## config.mk

```make
export PLATFORM = sky130hd
export DESIGN_NAME = sr_latch_driver
export DESIGN_NICKNAME = d
export VERILOG_FILES = /design/src/rtl/sr_pkg.sv /design/src/rtl/sr_latch_driver.sv
export SDC_FILE = /design/constraint.sdc
export NUM_CORES = 1
export LEC_CHECK = 0
export CAP_MARGIN = 10
export CORE_AREA = 3 3 40 42
export DETAILED_ROUTE_END_ITERATION = 7
export DIE_AREA = 0 0 43 45
export HOLD_SLACK_MARGIN = 0.03
export PLACE_DENSITY = 0.78
export SETUP_SLACK_MARGIN = 0.1
export SLEW_MARGIN = 20
export SYNTH_ARGS = -nofsm -noshare
export SYNTH_HDL_FRONTEND = slang
export SYNTH_SLANG_ARGS = --single-unit
```

## constraint.sdc

```tcl
create_clock -name clk -period 4 [get_ports clk]
set_input_delay 0.6 -clock clk [delete_from_list [all_inputs] [get_ports clk]]
set_output_delay 0.6 -clock clk [all_outputs]
set_load 0.005 [all_outputs]
```

## src/rtl/sr_pkg.sv

```systemverilog
// sr_pkg: shared FSM state type and latch level encodings for the S/R latch driver.
package sr_pkg;

    typedef enum logic [1:0] {IDLE, PULSE, GUARD} state_e;

    localparam logic SR_SET   = 1'b1;
    localparam logic SR_RESET = 1'b0;

endpackage

```

## src/rtl/sr_latch_driver.sv

```systemverilog
// sr_latch_driver: turns set/reset level requests into fixed-width, never-overlapping S/R pulses
// followed by a guard gap, skipping pulses that would not change the shadowed latch state.
module sr_latch_driver
    import sr_pkg::*;
#(
    parameter int PULSE_W = 2,
    parameter int GUARD_W = 1
) (
    input  logic clk,
    input  logic rst_n,
    input  logic req_valid,
    output logic req_ready,
    input  logic req_level,
    input  logic req_force,
    output logic S,
    output logic R,
    output logic busy,
    output logic done,
    output logic shadow_q,
    output logic shadow_valid
);

    localparam int CW = $clog2((PULSE_W > GUARD_W ? PULSE_W : GUARD_W) + 1);

    state_e          state_q;
    logic [CW-1:0]   cnt_q;
    logic            level_q;
    logic            s_q;
    logic            r_q;
    logic            done_q;
    logic            shadow_valid_q;
    logic            accept;
    logic            skip;

    assign accept = req_valid & (state_q == IDLE);
    // A request matching the known latch state is a no-op unless a refresh is forced.
    assign skip   = accept & shadow_valid_q & (shadow_q == req_level) & ~req_force;

    always_ff @(posedge clk or negedge rst_n) begin
        if (!rst_n) begin
            state_q        <= IDLE;
            cnt_q          <= '0;
            level_q        <= SR_RESET;
            s_q            <= 1'b0;
            r_q            <= 1'b0;
            done_q         <= 1'b0;
            shadow_q       <= 1'b0;
            shadow_valid_q <= 1'b0;
        end else begin
            done_q <= 1'b0;
            case (state_q)
                IDLE: begin
                    if (skip) begin
                        done_q <= 1'b1;
                    end else if (accept) begin
                        state_q <= PULSE;
                        cnt_q   <= CW'(PULSE_W - 1);
                        level_q <= req_level;
                        s_q     <= (req_level == SR_SET);
                        r_q     <= (req_level == SR_RESET);
                    end
                end
                PULSE: begin
                    if (cnt_q != '0) begin
                        cnt_q <= cnt_q - 1'b1;
                    end else begin
                        s_q            <= 1'b0;
                        r_q            <= 1'b0;
                        shadow_q       <= level_q;
                        shadow_valid_q <= 1'b1;
                        cnt_q          <= CW'(GUARD_W - 1);
                        state_q        <= GUARD;
                    end
                end
                GUARD: begin
                    if (cnt_q != '0) begin
                        cnt_q <= cnt_q - 1'b1;
                    end else begin
                        state_q <= IDLE;
                        done_q  <= 1'b1;
                    end
                end
                default: state_q <= IDLE;
            endcase
        end
    end

    assign S            = s_q;
    assign R            = r_q;
    assign busy         = (state_q != IDLE);
    assign req_ready    = (state_q == IDLE);
    assign done         = done_q;
    assign shadow_valid = shadow_valid_q;

endmodule
```

run_1/sizes.png
Drawn at 12 px/um.
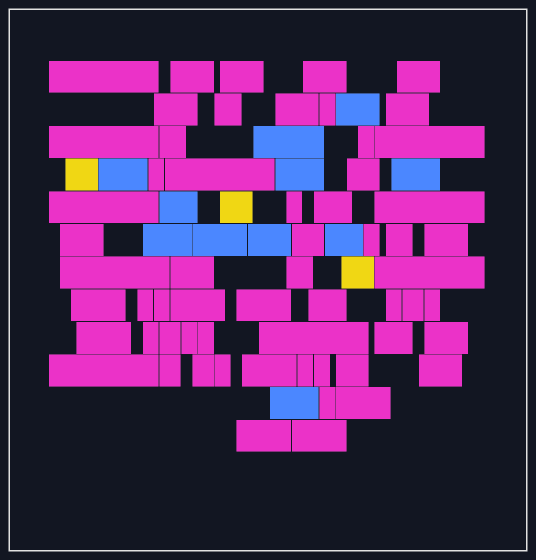
[_0 and _1 cells] magenta | cells: 60 | share: 81%
[_3 and _4 cells] yellow | cells: 3 | share: 4.1%
[_2 cells] blue | cells: 11 | share: 15%
Area Overhead vs Synth: 22.8%
count of plain and timing-repair buffers: 11
summed area of non-filler cells in the final layout: 788 um^2

run_1/metal_density.png
Drawn at 8 px/um. 9 x 9 tiles, from black (low) to pale yellow (high), scaled to the fullest tile. Values are wire area over tile area, all layers added.
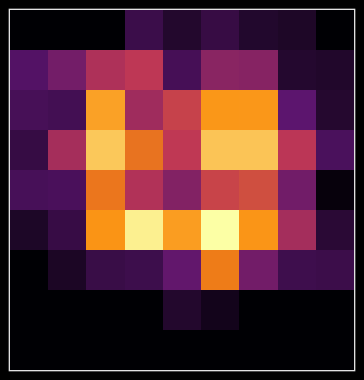
fullest tile: 0.36
densest ninth of the die: middle
tiles over half the peak: 22%
emptiest ninth of the die: bottom left
nearly empty tiles: 27%
overall via count from detail_route: 459
total length of routed wires: 1.25 mm
total global routing track utilization: 0.138
Wirelength per Cell: 14.0 um

==> PnR_summary.wiki, run 1 <==
=== Physical design figures ===
{| class="wikitable"
! Metric !! Value
|-
| Switching power total || 0.000219 W
|-
| CP Capture Point || req_ready
|-
| Clock tree root driver cell || sky130_fd_sc_hd__clkbuf_4
|-
| Placeable core region || 1280 um^2
|-
| Combinational share of cell area || 0.457
|-
| Dominant class by area || combinational gates
|-
| Min-Delay Startpoint || R
|-
| Power attributed to combinational cells || 0.000327 W
|-
| Hold WC Path Type || flop to flop
|-
| Number of inserted diodes || 0
|-
| Relative contribution of combinational cells to total power || 0.579
|-
| Terminus of the critical flop-to-flop path || cnt_q[0]
|-
| Flip-flops with a built-in enable || 0
|-
| Run status || complete, no violations
|-
| Number of distinct library cells after synthesis || 24
|-
| Top routing layer used || met3
|-
| Count of tool warnings || 32
|-
| Top Ports || 12
|-
| Worst-case clock skew || 0.0134 ns
|-
| Syn Area/Cell || 10.5 um^2
|-
| Layout cell share with drive strength beyond 1 || 0.189
|-
| Total number of tap cells || 15
|-
| Origin of the critical flop-to-flop path || state_q[1]
|-
| TritonCTS sink count || 10
|-
| Number of hold buffers added after CTS || 0
|-
| Flop share of the area || 0.317
|-
| Seq pwr share || 0.303
|-
| Count of nets after finishing || 89
|-
| Horizontal extent of the die || 43 um
|-
| Fin util || 0.613
|-
| Yosys stat area || 642 um^2
|-
| Proportion of synthesized flip-flops having asynchronous set or reset || 1.00
|-
| Buffers from clock root to sink, at most || 2
|-
| Placement Cell Area || 766 um^2
|-
| Cell depth of the worst flop-to-flop path || 6
|-
| Top flop regs || cnt_q: 2 flops, state_q: 2 flops
|-
| Most common flop cell mapped by yosys || sky130_fd_sc_hd__dfrtp_1
|-
| Total length of routed met2 wires || ~600 um
|-
| Net count of the mapped netlist || roughly 74
|-
| Cell Area, Synth || 642 um^2
|-
| Antenna violations before repair || 0
|-
| First-pass GRT wire length || 1.90 mm
|-
| Sequential logic power || 0.000171 W
|-
| Max capacitance violation total || 0
|-
| Number of DRC markers after the initial detailed-route iteration || 3
|-
| Final cycle utilization of the critical path || 0.571
|-
| Half-perimeter wire length after detailed placement || 963 um
|-
| Final ANT Viol Nets || 0
|-
| Top power group || combinational logic
|-
| Multi-input gates || approximately 43
|-
| Clock H-tree levels || 1
|-
| Peak ir drop on the vdd network || 0.370 mV
|-
| Cell depth of the worst min-delay path || 2
|-
| Most repeated cell in the gate-level netlist after synthesis || sky130_fd_sc_hd__dfrtp_1
|-
| Clock group power || 0.0000668 W
|-
| Switching share of power || 0.389
|-
| Aggregate negative setup slack || 0 ns
|-
| Leakage Power || approximately 0.36 nW
|-
| Vias in the first global route || ~430
|-
| Min cycle time layout || approximately 2.3 ns
|-
| Arrival time at the worst endpoint || about 1.7 ns
|-
| Height of the die || 45 um
|-
| Total die size || 1940 um^2
|-
| Launching element type of the critical path || flop
|-
| Number of CTS-inserted buffers || 3
|-
| R2r setup slk || approximately 2.3 ns
|-
| Post-route worst hold slack || 0.502 ns
|-
| Ranking of synthesized cells by instance count || 10 x sky130_fd_sc_hd__dfrtp_1, 8 x sky130_fd_sc_hd__ha_1, 7 x sky130_fd_sc_hd__inv_1, 7 x sky130_fd_sc_hd__nand2_1
|-
| Max-slew violation total from the final report || 0
|-
| Clock slew at reported path FFs || about 0.070 ns
|-
| Met1 layer wirelength in the final routing || 586 um
|-
| Leading cell types in the layout, fill and taps excluded || 11 x sky130_fd_sc_hd__clkdlybuf4s50_1, 10 x sky130_fd_sc_hd__dfrtp_1, 8 x sky130_fd_sc_hd__ha_1, 7 x sky130_fd_sc_hd__inv_1, 7 x sky130_fd_sc_hd__nand2_1
|-
| Cell internal pwr || 0.000345 W
|-
| Required time of the critical path || 3.40 ns
|-
| Max Freq || 437 MHz
|-
| Top Usage Layer GRT || met2
|-
| Fraction of met2 tracks used by global routing || 0.207
|-
| Yosys stat cell total || 61
|-
| Nonclk inv count || 7
|-
| Endpoint with the worst hold slack || R
|-
| Register bit total from synthesis || 10
|-
| Slew HR || 0.691
|-
| Logic area || approximately 360 um^2
|-
| Clock tree from TritonCTS || built
|-
| Kind of critical path || flop to output pin
|-
| Num rows || 13
|-
| Power, Total || roughly 0.00056 W
|-
| DR vias/cell || 5.16
|-
| Clock network fraction of design power || 0.118
|-
| Least-Margin Pin Slew || ~0.46 ns
|-
| Placer congestion estimate || 0.693
|-
| First-pass detailed-route iteration total || 4
|-
| Congestion Overflow GR || 0
|-
| Met1 GRT Util || 0.176
|-
| Total of buffers placed on input and output ports || 11
|-
| Post-CTS Repair Setup Buffers || 0
|-
| Proportion of synthesized chip area in sequential cells || 0.390
|-
| Top cells by area || sky130_fd_sc_hd__dfrtp_1 39%, sky130_fd_sc_hd__ha_1 16%, sky130_fd_sc_hd__mux2_2 7.0%
|-
| Clock buffer count in the final layout || 3
|-
| Largest driver fanout on the critical path || 8
|}
run_1/layer_met3.png
Drawn at 12 px/um.
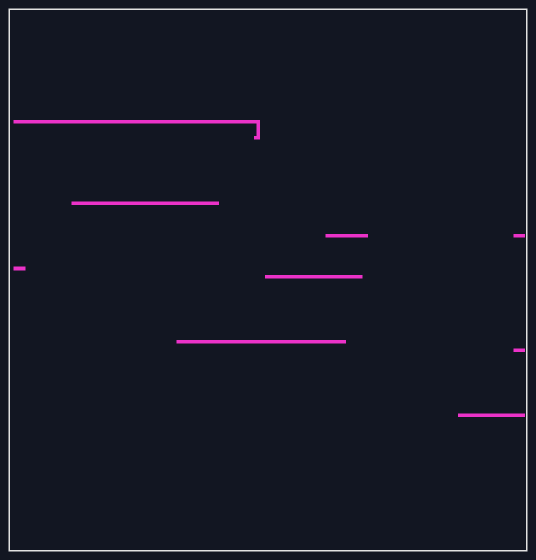
share of all routed wire: 5.3%
wire length on this layer: 66.0 um
longest straight run: 20.2 um
met3 global-route usage: 0.0717

==> run 1: per-stage QoR <==
step           cells  setup WS (ns)
3_5_place_dp      86           1.81
6_report          89           1.71
5_1_grt           89           1.64
2_1_floorplan     61           2.47
3_3_place_gp      86           1.86
4_1_cts           89           1.70
==> run 1: kinds of logic after synthesis <==
family | count (synthesis) | synth area share
AOI/OAI and AO/OA | 14 | 0.179
xor gates and xnor gates | 1 | 0.0253
adders and majority gates | 8 | 0.156
buffers and inverters | 8 | 0.0487
DFF | 10 | 0.390
muxes | 5 | 0.0858
and+or+nand+nor | 15 | 0.115
==> run 1: critical path: stages (launching register included) <==
cell	delay, ns
sky130_fd_sc_hd__dfrtp_1	0.43
sky130_fd_sc_hd__inv_1	0.12
sky130_fd_sc_hd__ha_1	0.31
sky130_fd_sc_hd__clkdlybuf4s50_1	0.56
run_1/clk_routes.png
Drawn at 8 px/um.
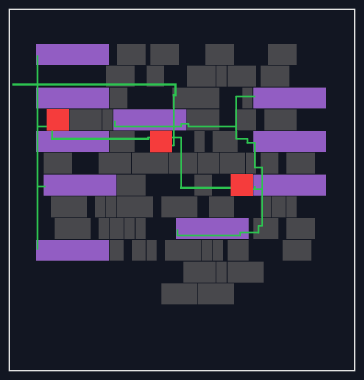

## Run 2: what changed since run 1
- CORE_AREA: 3 3 40 42 -> unset
- CORE_MARGIN: unset -> 3
- CORE_UTILIZATION: unset -> 49
- DIE_AREA: 0 0 43 45 -> unset
- PLACE_DENSITY: 0.78 -> 0.79
- clock period: 4 -> 2.2 ns (I/O delays scaled with it)
run_2/clk_routes.png
Drawn at 10 px/um.
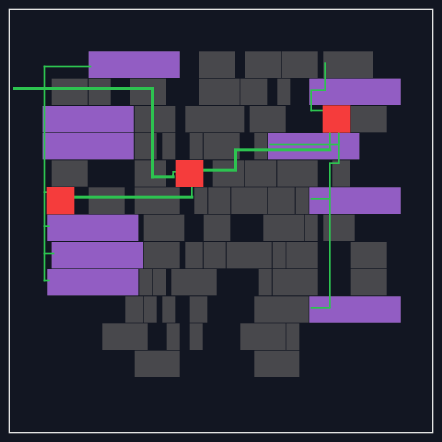
[clock wires] green | length: 131 um
[flip-flops] purple | count: 10
[clock drivers] red | count: 3
routed clock nets: 4
clock network fraction of design power: 0.151
clock group power: 0.000162 W

==> PnR_summary.wiki, run 2 <==
=== Physical design figures ===
{| class="wikitable"
! Metric !! Value
|-
| Final cycle utilization of the critical path || 0.874
|-
| Number of failing hold endpoints at the final stage || 0 (unchanged)
|-
| R2r setup slk || 0.55 ns (was 2.30 ns)
|-
| Total length of routed met2 wires || 600 um (was 597 um)
|-
| Ranking of synthesized cells by instance count || 10 x sky130_fd_sc_hd__dfrtp_1, 8 x sky130_fd_sc_hd__ha_1, 7 x sky130_fd_sc_hd__inv_1, 7 x sky130_fd_sc_hd__nand2_1 (unchanged)
|-
| Total global routing track utilization || 0.151 (was 0.138)
|-
| Worst-case clock skew || 0.00636 ns (was 0.0134 ns)
|-
| Number of hold buffers added after CTS || 0 (unchanged)
|-
| Proportion of synthesized flip-flops having asynchronous set or reset || 1.00 (unchanged)
|-
| Clock tree from TritonCTS || built (unchanged)
|-
| Yosys stat area || 642 um^2 (unchanged)
|-
| Total length of routed wires || 1.23 mm (was 1.25 mm)
|-
| Hold WC Path Type || input pin to async pin (was flop to flop)
|-
| WP buf/inv || 3 (was 2)
|-
| XOR Share, Synth || 0.0253 (unchanged)
|-
| Overall via count from detail_route || 483 (was 459)
|-
| Final ANT Viol Nets || 0 (unchanged)
|-
| Peak ir drop on the vdd network || 0.697 mV (was 0.370 mV)
|-
| Number of DRC markers after the initial detailed-route iteration || 5 (was 3)
|-
| Area fraction in full adders, half adders and majority gates || 0.156 (unchanged)
|-
| Most common flop cell mapped by yosys || sky130_fd_sc_hd__dfrtp_1 (unchanged)
|-
| Least-Margin Pin Slew || 0.465 ns (was 0.462 ns)
|-
| Flip-flops with a built-in enable || 0 (unchanged)
|-
| Register bit total from synthesis || 10 (unchanged)
|-
| Total die size || 1780 um^2 (was 1940 um^2)
|-
| Net count of the mapped netlist || 74 (unchanged)
|-
| Count of nets after finishing || 89 (unchanged)
|-
| Fraction of the mapped netlist area in compound gates || 0.179 (unchanged)
|-
| Clock tree root driver cell || sky130_fd_sc_hd__clkbuf_4 (unchanged)
|-
| Terminus of the critical flop-to-flop path || S (was cnt_q[0])
|-
| Horizontal extent of the die || 42.2 um (was 43 um)
|-
| Min cycle time layout || 1.92 ns
|-
| Slew HR || 0.686 (was 0.691)
|-
| Top Usage Layer GRT || met2 (unchanged)
|-
| Top cell type's share of synthesized area || 0.390 (unchanged)
|-
| Number of inserted diodes || 0 (unchanged)
|-
| Max Freq || 520 MHz
|-
| Kind of critical path || flop to output pin (unchanged)
|-
| Placeable core region || 1170 um^2 (was 1280 um^2)
|-
| Switching power total || 0.000397 W (was 0.000219 W)
|-
| Run status || complete, no violations (unchanged)
|-
| First-pass GRT wire length || 1.99 mm (was 1.90 mm)
|-
| Number of distinct library cells after synthesis || 24 (unchanged)
|-
| Post-route worst hold slack || 0.379 ns (was 0.502 ns)
|-
| Origin of the critical flop-to-flop path || state_q[1] (unchanged)
|-
| Placement Cell Area || 764 um^2 (was 766 um^2)
|-
| Yosys stat cell total || 61 (unchanged)
|-
| Top routing layer used || met4 (was met3)
|-
| Total of warnings raised by yosys || 0 (unchanged)
|-
| Congestion Overflow GR || 0 (unchanged)
|-
| Cell area power density || 1330 nW/um^2 (was 716 nW/um^2)
|-
| Aggregate negative setup slack || 0 ns (unchanged)
|-
| Top cells by area || sky130_fd_sc_hd__dfrtp_1 39%, sky130_fd_sc_hd__ha_1 16%, sky130_fd_sc_hd__mux2_2 7.0% (unchanged)
|-
| Wirelength per Cell || 13.8 um (was 14.0 um)
|-
| Num rows || 12 (was 13)
|-
| Fin util || 0.686 (was 0.613)
|-
| Seq pwr share || 0.290 (was 0.303)
|-
| Clock slew at reported path FFs || 0.07 ns (about the same)
|-
| Half-perimeter wire length after detailed placement || 984 um (was 963 um)
|-
| Vias in the first global route || 501 (was 428)
|-
| Leading cell types in the layout, fill and taps excluded || 11 x sky130_fd_sc_hd__clkdlybuf4s50_1, 10 x sky130_fd_sc_hd__dfrtp_1, 7 x sky130_fd_sc_hd__inv_1, 7 x sky130_fd_sc_hd__nand2_1, 7 x sky130_fd_sc_hd__ha_1 (was 11 x sky130_fd_sc_hd__clkdlybuf4s50_1, 10 x sky130_fd_sc_hd__dfrtp_1, 8 x sky130_fd_sc_hd__ha_1, 7 x sky130_fd_sc_hd__inv_1, 7 x sky130_fd_sc_hd__nand2_1)
|-
| Cell internal pwr || 0.000671 W (was 0.000345 W)
|-
| Post-CTS Repair Setup Buffers || 0 (unchanged)
|-
| Met1 layer wirelength in the final routing || 532 um (was 586 um)
|-
| Placer congestion estimate || 0.729 (was 0.693)
|-
| First-pass detailed-route iteration total || 4 (unchanged)
|-
| TritonCTS sink count || 10 (unchanged)
|-
| Worst-path cell with the longest stage delay || sky130_fd_sc_hd__clkdlybuf4s50_1 (unchanged)
|-
| Instance tally after logic synthesis || 61 (unchanged)
|-
| Relative contribution of combinational cells to total power || 0.559 (was 0.579)
|-
| Met1 GRT Util || 0.155 (was 0.176)
|-
| Max-slew violation total from the final report || 0 (unchanged)
|-
| Worst Setup End Kind || output pin (unchanged)
|-
| Top flop regs || cnt_q: 2 flops, state_q: 2 flops (unchanged)
|-
| Number of CTS-inserted buffers || 3 (unchanged)
|-
| Top Ports || 12 (unchanged)
|-
| Top power group || combinational logic (unchanged)
|-
| Cell depth of the worst flop-to-flop path || 5 (was 6)
|-
| Summed area of non-filler cells in the final layout || 803 um^2 (was 788 um^2)
|-
| Worst setup slack after placement || 0.290 ns (was 1.81 ns)
|-
| Fillers || 94 (was 105)
|-
| Critical path depth || 4 (was 3)
|-
| Area Overhead vs Synth || 25.1% (was 22.8%)
|-
| Non-Filler Instances || 89 (unchanged)
|-
| Total of buffers placed on input and output ports || 11 (unchanged)
|-
| Buffers from clock root to sink, at most || 2 (unchanged)
|-
| Met3 global-route usage || 0.0815 (was 0.0717)
|-
| Layout cell share with drive strength beyond 1 || 0.213 (was 0.189)
|-
| Power, Total || 0.00107 W (was 0.000564 W)
|-
| Launching element type of the critical path || flop (unchanged)
|-
| Placed cell count || 85 (was 86)
|-
| Switching share of power || 0.372 (was 0.389)
|-
| Mux share of post-synthesis cell area || 0.0858 (unchanged)
|-
| Power attributed to combinational cells || 0.000597 W (was 0.000327 W)
|-
| Fraction of met2 tracks used by global routing || 0.252 (was 0.207)
|-
| Largest driver fanout on the critical path || 8 (unchanged)
|-
| Max capacitance violation total || 0 (unchanged)
|-
| Leakage Power || 0.368 nW (was 0.362 nW)
|-
| Arrival time at the worst endpoint || 1.59 ns (was 1.69 ns)
|-
| Antenna violations before repair || 0 (unchanged)
|-
| Count of tool warnings || 32 (unchanged)
|-
| Main logic family after synthesis || AND-OR/OR-AND gates (unchanged)
|-
| Sequential logic power || 0.000309 W (was 0.000171 W)
|-
| Cell Area, Synth || 642 um^2 (unchanged)
|-
| Cells traversed along the worst timing path || inv_1 > ha_2 > inv_1 > clkdlybuf4s50_1 (was inv_1 > ha_1 > clkdlybuf4s50_1)
|-
| Most repeated cell in the gate-level netlist after synthesis || sky130_fd_sc_hd__dfrtp_1 (unchanged)
|-
| DR vias/cell || 5.43 (was 5.16)
|-
| Height of the die || 42.2 um (was 45 um)
|-
| Required time of the critical path || 1.87 ns (was 3.40 ns)
|-
| Cell occurring most often along the worst timing path || sky130_fd_sc_hd__inv_1
|-
| CP delay by family, top || buffers and inverters (unchanged)
|-
| CP Capture Point || busy (was req_ready)
|-
| Clock H-tree levels || 1 (unchanged)
|-
| Slowest stage delay, CP || 0.50 ns (was 0.56 ns)
|-
| Syn Area/Cell || 10.5 um^2 (unchanged)
|-
| Final setup margin || 0.278 ns (was 1.71 ns)
|-
| And+or+nand+nor area frac || 0.115 (unchanged)
|-
| Proportion of synthesized chip area in sequential cells || 0.390 (unchanged)
|}
==> run 2: cell count changes in the layout (fill, tap and decap cells not counted), sizes merged <==
cell    delta
clkbuf     +1
==> run 2: cells by family after synthesis <==
family | Yosys count
adder cells (fa/ha/maj) | 8
buffers and inverters | 8
AND/OR/NAND/NOR | 15
AND-OR/OR-AND | 14
multiplexers | 5
XOR/XNOR | 1
flip-flops | 10
==> run 2: area by class of cell <==
class | instances | area [um^2] | area share
sequential | 10 | 250 | 0.312
timing repair buffer | 11 | 110 | 0.137
inverter | 7 | 26.3 | 0.0327
tap | 14 | 17.5 | 0.0218
multi-input combinational | 43 | 363 | 0.452
clock buffer | 4 | 36.3 | 0.0452
## Run 3: what changed since run 2
- CTS_CLUSTER_DIAMETER: unset -> 150
run_3/layer_met3.png
Drawn at 12 px/um.
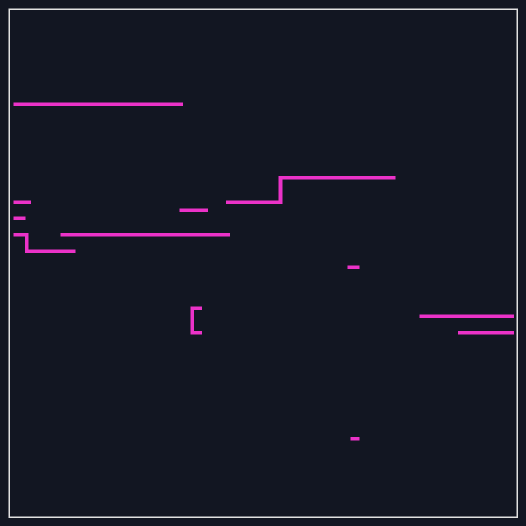
longest straight run: 13.8 um
main direction: horizontal
nets with wire on the layer: 9
share of all routed wire: 5.7%
wire length on this layer: 69.8 um
overall via count from detail_route: 483
total length of routed wires: 1.23 mm
met3 global-route usage: 0.0815

==> PnR_summary.wiki, run 3 <==
=== Physical design figures ===
{| class="wikitable"
! Metric !! Value
|-
| Sequential logic power || 0.000309 W (about the same)
|-
| Leakage Power || 0.368 nW (unchanged)
|-
| Top power group || combinational logic (unchanged)
|-
| Min cycle time layout || 1.92 ns (unchanged)
|-
| Initial Utilization || 0.548 (unchanged)
|-
| Required time of the critical path || 1.87 ns (about the same)
|-
| Maximum number of pins on one net before global-route repair || 11 (unchanged)
|-
| Yosys stat area || 642 um^2 (unchanged)
|-
| Clock H-tree levels || 1 (unchanged)
|-
| Total length of routed met2 wires || 600 um (unchanged)
|-
| Proportion of synthesized flip-flops having asynchronous set or reset || 1.00 (unchanged)
|-
| Combinational share of cell area || 0.452 (unchanged)
|-
| Aggregate negative setup slack || 0 ns (unchanged)
|-
| Largest driver fanout on the critical path || 8 (unchanged)
|-
| Count of tool warnings || 32 (unchanged)
|-
| Antenna violations before repair || 0 (unchanged)
|-
| Syn Area/Cell || 10.5 um^2 (unchanged)
|-
| Placeable core region || 1170 um^2 (unchanged)
|-
| Fin util || 0.686 (unchanged)
|-
| Nonclk inv count || 7 (unchanged)
|-
| Top cells by area || sky130_fd_sc_hd__dfrtp_1 39%, sky130_fd_sc_hd__ha_1 16%, sky130_fd_sc_hd__mux2_2 7.0% (unchanged)
|-
| TritonCTS sink count || 10 (unchanged)
|-
| Least-Margin Pin Slew || 0.465 ns (unchanged)
|-
| Clock tree from TritonCTS || built (unchanged)
|-
| Placer congestion estimate || 0.729 (unchanged)
|-
| R2r setup slk || 0.55 ns (about the same)
|-
| Yosys stat cell total || 61 (unchanged)
|-
| Most repeated cell in the gate-level netlist after synthesis || sky130_fd_sc_hd__dfrtp_1 (unchanged)
|-
| Number of DRC markers after the initial detailed-route iteration || 5 (unchanged)
|-
| Layout cell share with drive strength beyond 1 || 0.213 (unchanged)
|-
| Cell depth of the worst flop-to-flop path || 5 (unchanged)
|-
| Wirelength per Cell || 13.8 um (unchanged)
|-
| Switching share of power || 0.372 (unchanged)
|-
| Final setup violating endpoints || 0 (unchanged)
|-
| Total number of tap cells || 14 (unchanged)
|-
| Switching power total || 0.000397 W (unchanged)
|-
| Vias in the first global route || 501 (unchanged)
|-
| Multi-input gates || 43 (unchanged)
|-
| Relative contribution of combinational cells to total power || 0.559 (about the same)
|-
| Slowest stage delay, CP || 0.50 ns (about the same)
|-
| Worst-path cell with the longest stage delay || sky130_fd_sc_hd__clkdlybuf4s50_1 (unchanged)
|-
| Total global routing track utilization || 0.151 (unchanged)
|-
| Power attributed to combinational cells || 0.000597 W (about the same)
|-
| Cells traversed along the worst timing path || inv_1 > ha_2 > inv_1 > clkdlybuf4s50_1 (unchanged)
|-
| Fillers || 94 (unchanged)
|-
| Clock group power || 0.000162 W (about the same)
|-
| Count of plain and timing-repair buffers || 11 (unchanged)
|-
| Arrival time at the worst endpoint || 1.59 ns (about the same)
|-
| Terminus of the critical flop-to-flop path || S (unchanged)
|-
| Final ANT Viol Nets || 0 (unchanged)
|-
| Placement Cell Area || 764 um^2 (unchanged)
|-
| Non-Filler Instances || 89 (unchanged)
|-
| Clock buffer count in the final layout || 4 (unchanged)
|-
| Cell internal pwr || 0.000671 W (unchanged)
|-
| Final cycle utilization of the critical path || 0.874 (unchanged)
|-
| Horizontal extent of the die || 42.2 um (unchanged)
|-
| Most area-hungry cell type in the Yosys netlist || sky130_fd_sc_hd__dfrtp_1 (unchanged)
|-
| Origin of the critical flop-to-flop path || state_q[1] (unchanged)
|-
| Area Overhead vs Synth || 25.1% (unchanged)
|-
| Kind of critical path || flop to output pin (unchanged)
|-
| Flop share of the area || 0.312 (unchanged)
|-
| First-pass GRT wire length || 1.99 mm (unchanged)
|-
| Worst-Skew Late Latency || 0.27 ns (about the same)
|-
| First-pass detailed-route iteration total || 4 (unchanged)
|-
| Seq pwr share || 0.290 (about the same)
|-
| Clock tree root driver cell || sky130_fd_sc_hd__clkbuf_4 (unchanged)
|-
| Worst Setup End Kind || output pin (unchanged)
|-
| Cell occurring most often along the worst timing path || sky130_fd_sc_hd__inv_1 (unchanged)
|-
| Peak ir drop on the vdd network || 0.697 mV (unchanged)
|-
| Clock slew at reported path FFs || 0.07 ns (about the same)
|-
| Count of nets after finishing || 89 (unchanged)
|-
| Register bit total from synthesis || 10 (unchanged)
|-
| Top routing layer used || met4 (unchanged)
|-
| FF+latch count || 10 (unchanged)
|-
| Most common flop cell mapped by yosys || sky130_fd_sc_hd__dfrtp_1 (unchanged)
|-
| Fraction of area in clock buffers and inverters || 0.0452 (unchanged)
|-
| CP delay by family, top || buffers and inverters (unchanged)
|-
| Buffering overhead || 0.137 (unchanged)
|-
| Ranking of synthesized cells by instance count || 10 x sky130_fd_sc_hd__dfrtp_1, 8 x sky130_fd_sc_hd__ha_1, 7 x sky130_fd_sc_hd__inv_1, 7 x sky130_fd_sc_hd__nand2_1 (unchanged)
|-
| Half-perimeter wire length after detailed placement || 984 um (unchanged)
|-
| Max capacitance violation total || 0 (unchanged)
|-
| Unrepaired setup endpoints after global routing || false (unchanged)
|-
| Cell Area, Synth || 642 um^2 (unchanged)
|-
| Buffers from clock root to sink, at most || 2 (unchanged)
|-
| Power, Total || 0.00107 W (unchanged)
|-
| Dominant class by area || combinational gates (unchanged)
|-
| Run status || complete, no violations (unchanged)
|-
| Num rows || 12 (unchanged)
|-
| WP buf/inv || 3 (unchanged)
|-
| Number of distinct library cells after synthesis || 24 (unchanged)
|-
| Worst setup slack after placement || 0.290 ns (unchanged)
|-
| Instance tally after logic synthesis || 61 (unchanged)
|-
| Max-slew violation total from the final report || 0 (unchanged)
|-
| Summed area of non-filler cells in the final layout || 803 um^2 (unchanged)
|-
| Flip-flops with a built-in enable || 0 (unchanged)
|-
| Net count of the mapped netlist || 74 (unchanged)
|-
| Total of warnings raised by yosys || 0 (unchanged)
|-
| Leading cell types in the layout, fill and taps excluded || 11 x sky130_fd_sc_hd__clkdlybuf4s50_1, 10 x sky130_fd_sc_hd__dfrtp_1, 7 x sky130_fd_sc_hd__inv_1, 7 x sky130_fd_sc_hd__nand2_1, 7 x sky130_fd_sc_hd__ha_1 (unchanged)
|-
| Crit path from || state_q[0] (unchanged)
|-
| Most frequently placed logic cell in the final layout || sky130_fd_sc_hd__clkdlybuf4s50_1 (unchanged)
|-
| Height of the die || 42.2 um (unchanged)
|-
| Post-route worst hold slack || 0.379 ns (unchanged)
|-
| Slew HR || 0.686 (unchanged)
|-
| Fraction of met2 tracks used by global routing || 0.252 (unchanged)
|-
| Cell area power density || 1330 nW/um^2 (unchanged)
|-
| Logic area || 363 um^2 (unchanged)
|-
| Number of CTS-inserted buffers || 3 (unchanged)
|-
| DR vias/cell || 5.43 (unchanged)
|-
| Congestion Overflow GR || 0 (unchanged)
|-
| Max Freq || 520 MHz (unchanged)
|-
| Clock network fraction of design power || 0.151 (about the same)
|-
| Top Ports || 12 (unchanged)
|-
| Worst-case clock skew || 0.00636 ns (unchanged)
|-
| Number of failing hold endpoints at the final stage || 0 (unchanged)
|-
| Final setup margin || 0.278 ns (unchanged)
|-
| Top Usage Layer GRT || met2 (unchanged)
|-
| Met1 GRT Util || 0.155 (unchanged)
|-
| Top cell type's share of synthesized area || 0.390 (unchanged)
|-
| Residual DRC count || 0 (unchanged)
|-
| Post-CTS Repair Setup Buffers || 0 (unchanged)
|-
| Total of buffers placed on input and output ports || 11 (unchanged)
|-
| Number of inserted diodes || 0 (unchanged)
|-
| Placed cell count || 85 (unchanged)
|-
| Proportion of synthesized chip area in sequential cells || 0.390 (unchanged)
|-
| Top flop regs || cnt_q: 2 flops, state_q: 2 flops (unchanged)
|-
| Detailed route wirelength on metal3 || 69 um (unchanged)
|-
| Storage element area || 250 um^2 (unchanged)
|-
| Hold WC Path Type || input pin to async pin (unchanged)
|-
| Met1 layer wirelength in the final routing || 532 um (unchanged)
|-
| Launching element type of the critical path || flop (unchanged)
|-
| Total die size || 1780 um^2 (unchanged)
|}
==> run 3: kinds of logic after synthesis <==
group                      count (synthesis)  share of synthesized area
adders and majority gates                  8                      0.156
AOI/OAI and AO/OA                         14                      0.179
muxes                                      5                     0.0858
DFF                                       10                      0.390
and+or+nand+nor                           15                      0.115
buffers and inverters                      8                     0.0487
xor gates and xnor gates                   1                     0.0253
==> run 3: worst max-delay path by stage <==
stage                             to  slack [ns]  depth (start not counted)
after floorplan             cnt_q[0]        0.70                          6
after global placement    state_q[0]        0.33                          5
after detailed placement  state_q[0]        0.29                          5
after CTS                       busy        0.20                          4
after global routing            busy        0.17                          4
final                           busy        0.28                          4
==> run 3: what timing repair did <==
item | in CTS | in global routing
resized | 0 | 1
setup endpoints to repair | 0 | 2
hold buffers | 0 | 0
Power figures rest on the tool's default switching activity, not on a simulated workload.
